## src/rtl/sw_debounce_if.sv

```systemverilog
// Switch bus interface: carries the debounced switch levels and the change pulse from the
// debouncer (master) to the switch/LED bus peripheral (slave).
//
// Parameters:
//   N          - number of switch bits
// Signals:
//   sw         - registered, debounced switch levels
//   sw_changed - one-cycle pulse, high in the cycle any sw bit changed
interface sw_debounce_if #(
  parameter int unsigned N = 8
);
  logic [N-1:0] sw;
  logic         sw_changed;

  modport master (output sw, output sw_changed);
  modport slave  (input  sw, input  sw_changed);
endinterface

```

## src/rtl/sw_debounce.sv

```systemverilog
// Switch debouncer: synchronizes N asynchronous board switches and accepts a new level per bit
// only after it has held for STABLE_CYCLES consecutive clocks.
//
// Build option:
//   SW_DEBOUNCE_EN - when defined, per-bit stability counters are compiled in. When undefined,
//                    sw simply registers the synchronized levels (3-edge latency, no filtering).
//
// Parameters:
//   N             - number of switch bits
//   STABLE_CYCLES - cycles a synchronized level must hold before acceptance (>= 1)
// Ports:
//   clk    - system clock, rising edge
//   rst    - synchronous, active-high reset
//   sw_raw - asynchronous switch levels
//   bus    - master side of sw_debounce_if (sw, sw_changed), all registered outputs
module sw_debounce #(
  parameter int unsigned N             = 8,
  parameter int unsigned STABLE_CYCLES = 1000000
) (
  input  logic          clk,
  input  logic          rst,
  input  logic [N-1:0]  sw_raw,
  sw_debounce_if.master bus
);

  logic [N-1:0] s1_q, s2_q;
  logic [N-1:0] sw_q, sw_d;
  logic [N-1:0] upd;
  logic         changed_q;

`ifdef SW_DEBOUNCE_EN
  // Counter only needs to reach STABLE_CYCLES-1; keep at least one bit.
  localparam int unsigned CntW = (STABLE_CYCLES > 1) ? $clog2(STABLE_CYCLES) : 1;
  localparam logic [CntW-1:0] CntMax = CntW'(STABLE_CYCLES - 1);

  logic [N-1:0][CntW-1:0] cnt_q, cnt_d;

  // A bit's counter runs only while s2 disagrees with the accepted level; any agreement
  // (including a reversal mid-count) clears it, so excursions never accumulate.
  always_comb begin
    sw_d  = sw_q;
    upd   = '0;
    cnt_d = '0;
    for (int i = 0; i < N; i++) begin
      if (s2_q[i] != sw_q[i]) begin
        if (cnt_q[i] == CntMax) begin
          sw_d[i] = s2_q[i];
          upd[i]  = 1'b1;
        end else begin
          cnt_d[i] = cnt_q[i] + CntW'(1);
        end
      end
    end
  end

  always_ff @(posedge clk) begin
    if (rst) begin
      cnt_q <= '0;
    end else begin
      cnt_q <= cnt_d;
    end
  end
`else
  logic unused_stable_cycles;
  assign unused_stable_cycles = ^STABLE_CYCLES;

  always_comb begin
    sw_d = s2_q;
    upd  = s2_q ^ sw_q;
  end
`endif

  always_ff @(posedge clk) begin
    if (rst) begin
      s1_q      <= '0;
      s2_q      <= '0;
      sw_q      <= '0;
      changed_q <= 1'b0;
    end else begin
      s1_q      <= sw_raw;
      s2_q      <= s1_q;
      sw_q      <= sw_d;
      changed_q <= |upd;
    end
  end

  assign bus.sw         = sw_q;
  assign bus.sw_changed = changed_q;

endmodule

```

## src/flat_wrapper.sv

```systemverilog
// flat-port wrapper written by rule: the top's interface ports become plain ports
module sw_debounce_flat 
#(
  parameter int unsigned N             = 8,
  parameter int unsigned STABLE_CYCLES = 1000000
)
  (clk, rst, sw_raw, bus_sw, bus_sw_changed);
  sw_debounce_if #(.N(N)) bus_i ();
  input  logic clk;
  input  logic rst;
  input  logic [N-1:0] sw_raw;
  output wire logic [$bits(bus_i.sw)-1:0] bus_sw;
  output wire logic [$bits(bus_i.sw_changed)-1:0] bus_sw_changed;
  assign bus_sw = bus_i.sw;
  assign bus_sw_changed = bus_i.sw_changed;
  sw_debounce #(.N(N), .STABLE_CYCLES(STABLE_CYCLES)) u_core (.clk(clk), .rst(rst), .sw_raw(sw_raw), .bus(bus_i));
endmodule
```

## config.mk

```make
export PLATFORM = sky130hd
export DESIGN_NAME = sw_debounce_flat
export DESIGN_NICKNAME = d
export VERILOG_FILES = /design/src/rtl/sw_debounce_if.sv /design/src/rtl/sw_debounce.sv /design/src/flat_wrapper.sv
export SDC_FILE = /design/constraint.sdc
export NUM_CORES = 1
export LEC_CHECK = 0
export CAP_MARGIN = 20
export CORE_MARGIN = 2
export CORE_UTILIZATION = 40
export CTS_CLUSTER_SIZE = 12
export DETAILED_ROUTE_END_ITERATION = 10
export PLACE_DENSITY = 0.67
export REMOVE_ABC_BUFFERS = 1
export SLEW_MARGIN = 20
export SYNTH_ARGS = -nofsm -noshare
export SYNTH_HDL_FRONTEND = slang
export SYNTH_SLANG_ARGS = --single-unit
```

## constraint.sdc

```tcl
create_clock -name clk -period 0.9 [get_ports clk]
set_clock_uncertainty 0.1 [all_clocks]
set_input_delay 0.135 -clock clk [delete_from_list [all_inputs] [get_ports clk]]
set_output_delay 0.135 -clock clk [all_outputs]
set_load 0.05 [all_outputs]
```

==> flow_summary.rst, run 1 <==
Run summary
-----------

.. list-table::
   :header-rows: 1

   * - Metric
     - Value
   * - Violations in the final reports
     - negative setup slack
   * - Result of the run
     - complete, but fails checks
   * - Clock Sinks
     - 25
   * - Buffer count excluding the clock tree in the final layout
     - 29
   * - Worst setup margin
     - -239.2 ps
   * - Post-synthesis instance area
     - 750.7 um^2
   * - Count of maximum capacitance violations
     - 0
   * - Global-route wire length before repair
     - 1.856 mm
   * - Ratio of total power to cell area
     - 1573 nW/um^2
   * - Clock tree from TritonCTS
     - done
   * - Core outline area
     - 1745 um^2
   * - Final-layout clock-cell area share
     - 0.02263
   * - Number of synthesis warnings
     - 0
   * - CP startpoint
     - u_core.bus.sw[6]
   * - Max-slew violation count
     - 0
   * - Max Clk Rate
     - 877.8 MHz
   * - Cell count in the Yosys report
     - 62
   * - Largest family of logic cells by area
     - simple AND/OR/NAND/NOR gates
   * - Port bufs
     - 18
   * - Worst hold stages
     - 2
   * - Die boundary height
     - 47.32 um
   * - End of the worst hold path
     - u_core.s1_q[7]
   * - Layout clock buffers
     - 3
   * - Vias in the first global route
     - 470
   * - Worst-case headroom to the max-slew limit
     - 0.8253
   * - Combinational gate area
     - 246.5 um^2
   * - Syn Area/Cell
     - 12.11 um^2
   * - Row count
     - 15
   * - Cell depth of the worst setup path
     - 2
   * - Power, Total
     - 0.001913 W
   * - Adder share
     - 0
   * - R2R cell count
     - 4
   * - Flip-flop and latch count
     - 25
   * - Leading cell types in the layout, fill and taps excluded
     - 23 x nor2b_1, 16 x dfxtp_1, 10 x buf_12
   * - Iter 0 DRT Violations
     - 0
   * - Final Instance Area
     - 1216 um^2
   * - Cell accounting for the most synthesized area
     - dfxtp_1
   * - Final setup violating endpoints
     - 10
   * - Number of multi-input combinational cells in the layout
     - 35
   * - Mux share
     - 0
   * - Fraction of synthesis flops using an asynchronous set or reset pin
     - 0
   * - Comb. pwr
     - 0.000265 W
   * - Switching power share of the total
     - 0.2269
   * - Ao+oa area frac
     - 0.006667
   * - Dominant cell area share
     - 0.6667
   * - M1 GR Usage
     - 0.1217
   * - Maximum vdd ir drop
     - 1157 uV
   * - Vias post-DR
     - 491
   * - Syn Inst Count
     - 62
   * - Post-layout net count
     - 104
   * - Critical path data required time
     - 660 ps
   * - Placer congestion estimate
     - 0.6985
   * - Fin crit share
     - 1.266
   * - Buffer share of cell area
     - 0.3282
   * - Critical path fanouts, max
     - 2
   * - GRT met3 Usage
     - 0.02308
   * - Crit start category
     - flip-flop
   * - Largest net degree at the start of global routing
     - 26
   * - Pleak
     - 0.5332 nW
   * - Ant. Diodes
     - 0
   * - HP Start
     - sw_raw[7]
   * - Worst setup slack after placement
     - -205.4 ps
   * - Highest-delay cell along the critical path
     - dfxtp_2
   * - Reg2Reg Launch Point
     - u_core.bus.sw[6]
   * - Count of warning messages emitted by the tools
     - 27
   * - Setup total negative slack
     - -2225 ps
   * - Main area contributors
     - dfxtp_1 67%, nor2b_1 19%, xor2_1 9.3%
   * - Transition time of the tightest slew-check pin
     - 259.6 ps
   * - Cell variety after synth
     - 7
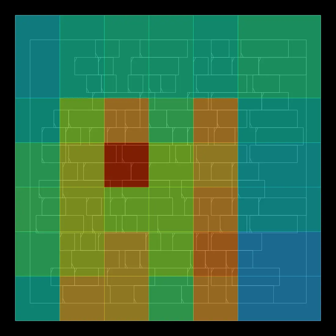
*Routing congestion map, run 1*
overall fraction of global-route tracks in use: 0.1245
utilization after layout: 0.6968
GR Layer Usage met2: 0.2405

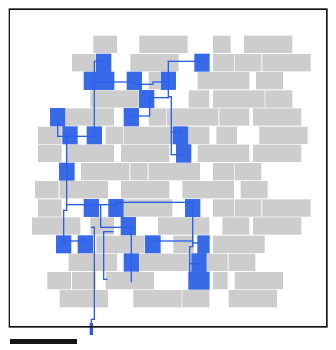
*Nets reached from selected ports, run 1*
Bar = 10 um.
`rst` -> blue  # bits 1, direction input, edge bottom, end cells 25, buffers 2, wire 168 um

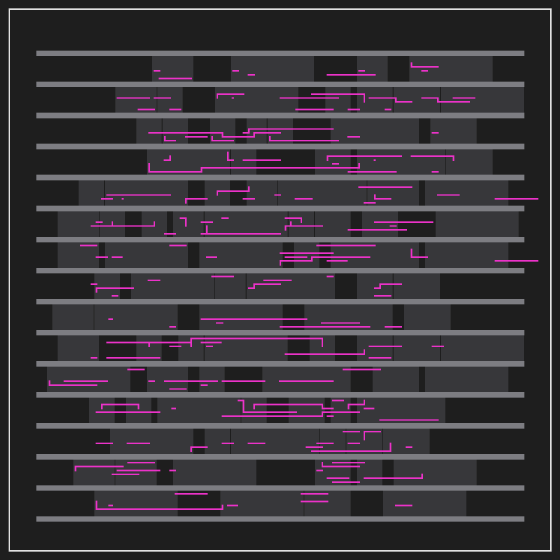
*Metal 1, run 1*
Supply wires on this layer in gray.
longest straight run = 13.8 um
share of all routed wire = 38%
main direction = horizontal
wire length on this layer = 443 um
nets with wire on the layer = 90

### Metal 2, run 1

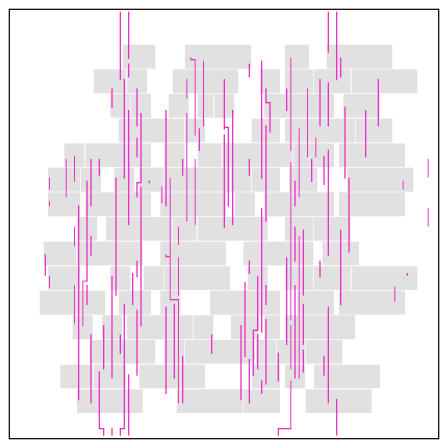

==> inputs of run 2 (changes only) <==
--- a/config.mk
+++ b/config.mk
@@ -7,12 +7,12 @@
 export LEC_CHECK = 0
 export CAP_MARGIN = 20
 export CORE_MARGIN = 2
-export CORE_UTILIZATION = 40
+export CORE_UTILIZATION = 44
+export CTS_BUF_LIST = sky130_fd_sc_hd__clkbuf_8
 export CTS_CLUSTER_SIZE = 12
 export DETAILED_ROUTE_END_ITERATION = 10
-export PLACE_DENSITY = 0.67
+export PLACE_DENSITY = 0.73
 export REMOVE_ABC_BUFFERS = 1
-export SLEW_MARGIN = 20
 export SYNTH_ARGS = -nofsm -noshare
 export SYNTH_HDL_FRONTEND = slang
 export SYNTH_SLANG_ARGS = --single-unit
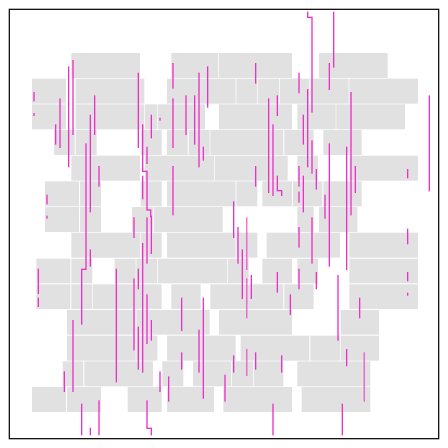
*Metal 2, run 2*
longest straight run = 13.6 um
share of all routed wire = 45%
main direction = vertical
wire length on this layer = 434 um

==> run 2 against run 1 <==
Against the previous run: the run still ends with negative setup slack left; fmax rose by 5.2%; non-clock buffer count fell by 2; largest cell class unchanged; count of clock-buffer cells in the layout did not move; sequential share of layout area rose by 0.66 points; power rose by 6.8%; setup slack improved by 57 ps; via count fell by 4.7%.
==> flow_summary.rst, run 2 <==
Run summary
-----------

.. list-table::
   :header-rows: 1

   * - Metric
     - Value
   * - Critical path fanouts, max
     - 2 (unchanged)
   * - Port bufs
     - 18 (unchanged)
   * - Adder share
     - 0 (unchanged)
   * - Clock network fraction of design power
     - 0.300
   * - Iter 0 DRT Violations
     - 5 (+5)
   * - Sequential element share of the synthesized area
     - 0.6667
   * - Synthesis area per yosys
     - 750.7 um^2
   * - Post-detailed-route wirelength per cell
     - 8.963 um
   * - Syn Inst Count
     - 62 (unchanged)
   * - Highest-delay cell along the critical path
     - dfxtp_2
   * - Transition time of the tightest slew-check pin
     - 229.2 ps (-30.45 ps)
   * - Total setup buffers inserted after CTS
     - 0
   * - Count of maximum capacitance violations
     - 0 (unchanged)
   * - Flip-flop and latch count
     - 25 (unchanged)
   * - Ratio of total power to cell area
     - 1707 nW/um^2 (+8.5%)
   * - Number of synthesis warnings
     - 0 (unchanged)
   * - Fraction of synthesis flops using an asynchronous set or reset pin
     - 0 (unchanged)
   * - Mux share
     - 0 (unchanged)
   * - Crit start category
     - flip-flop
   * - Violations in the final reports
     - negative setup slack
   * - Largest family of logic cells by area
     - simple AND/OR/NAND/NOR gates
   * - Switching power share of the total
     - 0.2116 (-0.01532)
   * - Inverters excl. clock
     - 0
   * - End of the worst hold path
     - u_core.s1_q[7]
   * - Setup crit end
     - bus_sw[1]
   * - Largest net degree at the start of global routing
     - 26 (unchanged)
   * - Storage element area
     - 511.7 um^2
   * - Setup total negative slack
     - -1630 ps (+595.7 ps)
   * - Final Instance Area
     - 1197 um^2 (-1.5%)
   * - Result of the run
     - complete, but fails checks
   * - Syn Area/Cell
     - 12.11 um^2 (unchanged)
   * - Post-detailed-placement cell area
     - 1111 um^2
   * - Most used routing layer in global routing
     - met2
   * - Layout clock buffers
     - 3 (unchanged)
   * - Count of warning messages emitted by the tools
     - 27 (unchanged)
   * - Core outline area
     - 1559 um^2 (-11%)
   * - Comb. pwr
     - 0.000251 W (-5%)
   * - Placer congestion estimate
     - 0.5814 (-17%)
   * - Overall fraction of global-route tracks in use
     - 0.1312 (+0.006722)
   * - Final critical path time including I/O delays and setup
     - 1083 ps
   * - Pleak
     - 0.5296 nW (-0.68%)
   * - Filler Cell Count
     - 94
   * - Residual DRC
     - 0
   * - Vias in the first global route
     - 430 (-8.5%)
   * - Ao+oa area frac
     - 0.006667 (unchanged)
   * - M1 GR Usage
     - 0.1454 (+0.02365)
   * - Crit Reg-Reg Endpoint
     - u_core.bus.sw_changed
   * - Vias per std cell
     - 4.374
   * - Power, Total
     - 0.002043 W (+6.8%)
   * - Post-detailed-route count of antenna-violating nets
     - 0
   * - Power consumed by the clock network
     - 0.000612 W
   * - Worst Path Buf+Inv
     - 2
   * - Reg2Reg Launch Point
     - u_core.bus.sw[3]
   * - Fraction of the core area occupied by cells at floorplan
     - 0.4815
   * - Non-filler instance count after layout
     - 107
   * - Cell variety after synth
     - 7 (unchanged)
   * - Dominant cell area share
     - 0.6667 (unchanged)
   * - Final setup violating endpoints
     - 10 (unchanged)
   * - Post-placement cell count
     - 103
   * - CP startpoint
     - u_core.bus.sw[1]
   * - Post-synthesis share of cell area spent on xor and xnor gates
     - 0.09333
   * - Max-slew violation count
     - 0 (unchanged)
   * - Detail Route met3 WL
     - 43 um
   * - GR Layer Usage met2
     - 0.1829 (-0.05768)
   * - Total die area
     - 2053 um^2
   * - Worst-case headroom to the max-slew limit
     - 0.8458 (+0.02049)
   * - Critical path data required time
     - 660 ps (about the same)
   * - Routed metal-1 wirelength
     - 418 um
   * - Reg2Reg Setup Slack
     - -160 ps
   * - Number of enable-type register cells in the synthesized netlist
     - 0
   * - Die boundary width
     - 45.31 um
   * - Cell kind with the greatest summed area
     - registers
   * - Global-route wire length before repair
     - 1.738 mm (-6.4%)
   * - Max Clk Rate
     - 923.7 MHz (+5.2%)
   * - Number of placed I/O pins
     - 19
   * - Share of post-route cells with drive strength above 1
     - 0.3407
   * - Ant. Diodes
     - 0 (unchanged)
   * - Top layer used by detailed routing
     - met4
   * - Worst hold stages
     - 2 (unchanged)
   * - Number of hold-slack violations in the final timing report
     - 0
   * - Number of multi-input combinational cells in the layout
     - 35 (unchanged)
   * - Main synth FF type
     - dfxtp_1
   * - Critical path's largest stage delay
     - 340 ps
   * - R2R cell count
     - 3 (-1)
   * - Maximum vdd ir drop
     - 1188 uV (+2.7%)
   * - Final-layout clock-cell area share
     - 0.03762 (+0.01498)
   * - Vias post-DR
     - 468 (-4.7%)
   * - Post-CTS clock slew at the launch and capture registers of the worst setup and hold paths
     - 80 ps
   * - Leading cell types in the layout, fill and taps excluded
     - 23 x nor2b_1, 16 x dfxtp_1, 10 x buf_12
   * - Die boundary height
     - 45.31 um (-4.3%)
   * - Post-synthesis instance area
     - 750.7 um^2 (unchanged)
   * - Clock tree from TritonCTS
     - done
   * - Worst setup margin
     - -182.5 ps (+56.61 ps)
   * - Cell-by-cell trace of the critical path
     - buf_6 -> buf_12
   * - Clock Sinks
     - 25 (unchanged)
   * - Main power-consuming group
     - registers
   * - Crit. End Element
     - primary output
   * - Cell depth of the worst setup path
     - 2 (unchanged)
   * - Cell accounting for the most synthesized area
     - dfxtp_1
   * - Cell types with the highest counts after synthesis
     - 25 x dfxtp_1, 23 x nor2b_1, 8 x xor2_1, 2 x buf_2, 2 x nor4_1
   * - CTS Root Buffer Type
     - clkbuf_8
   * - GRT met3 Usage
     - 0.02400 (+0.0009231)
   * - Post-layout net count
     - 102 (-1.9%)
   * - Hold_buf cts
     - 0
   * - CTS H-Tree Depth
     - 1
   * - Sequential share of cell area
     - 0.4274
   * - Main area contributors
     - dfxtp_1 67%, nor2b_1 19%, xor2_1 9.3%
   * - RSZ-0062 raised after global routing
     - true
   * - Buffer share of cell area
     - 0.3177 (-0.01053)
   * - Number of CTS-inserted buffers
     - 3
   * - Late-Pin Clk Latency
     - 260 ps
   * - Buffer count excluding the clock tree in the final layout
     - 27 (-6.9%)
   * - Fin crit share
     - 1.203 (-0.06290)
   * - HP Start
     - sw_raw[7]
   * - Combinational gate area
     - 240.2 um^2 (-2.5%)
   * - Number of antenna violations at the first check in global routing
     - 0
   * - Row count
     - 14 (-1)
   * - Clk buf depth
     - 2
   * - Worst setup slack after placement
     - -201.4 ps (+4.030 ps)
   * - Synth-to-Final Area Change
     - 59.50%
   * - Total number of tap cells
     - 16
   * - Overall overflow remaining after global route
     - 0
   * - Data arrival time of the critical path
     - 850 ps
   * - Utilization after layout
     - 0.7681 (+0.07128)
   * - Sequential power
     - 0.00118 W
   * - Synth Register Bits
     - 25
   * - Largest delay share family, worst path
     - flip-flops
   * - Cell count in the Yosys report
     - 62 (unchanged)
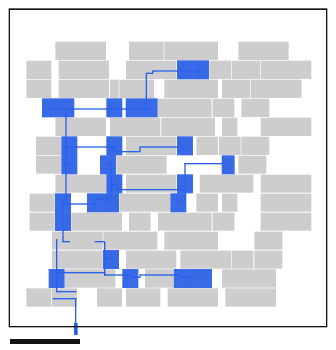
*Nets reached from selected ports, run 2*
Bar = 10 um.
`rst` -> blue  # bits 1, direction input, edge bottom, end cells 25, buffers 2, wire 151 um

Power figures rest on the tool's default switching activity, not on a simulated workload.
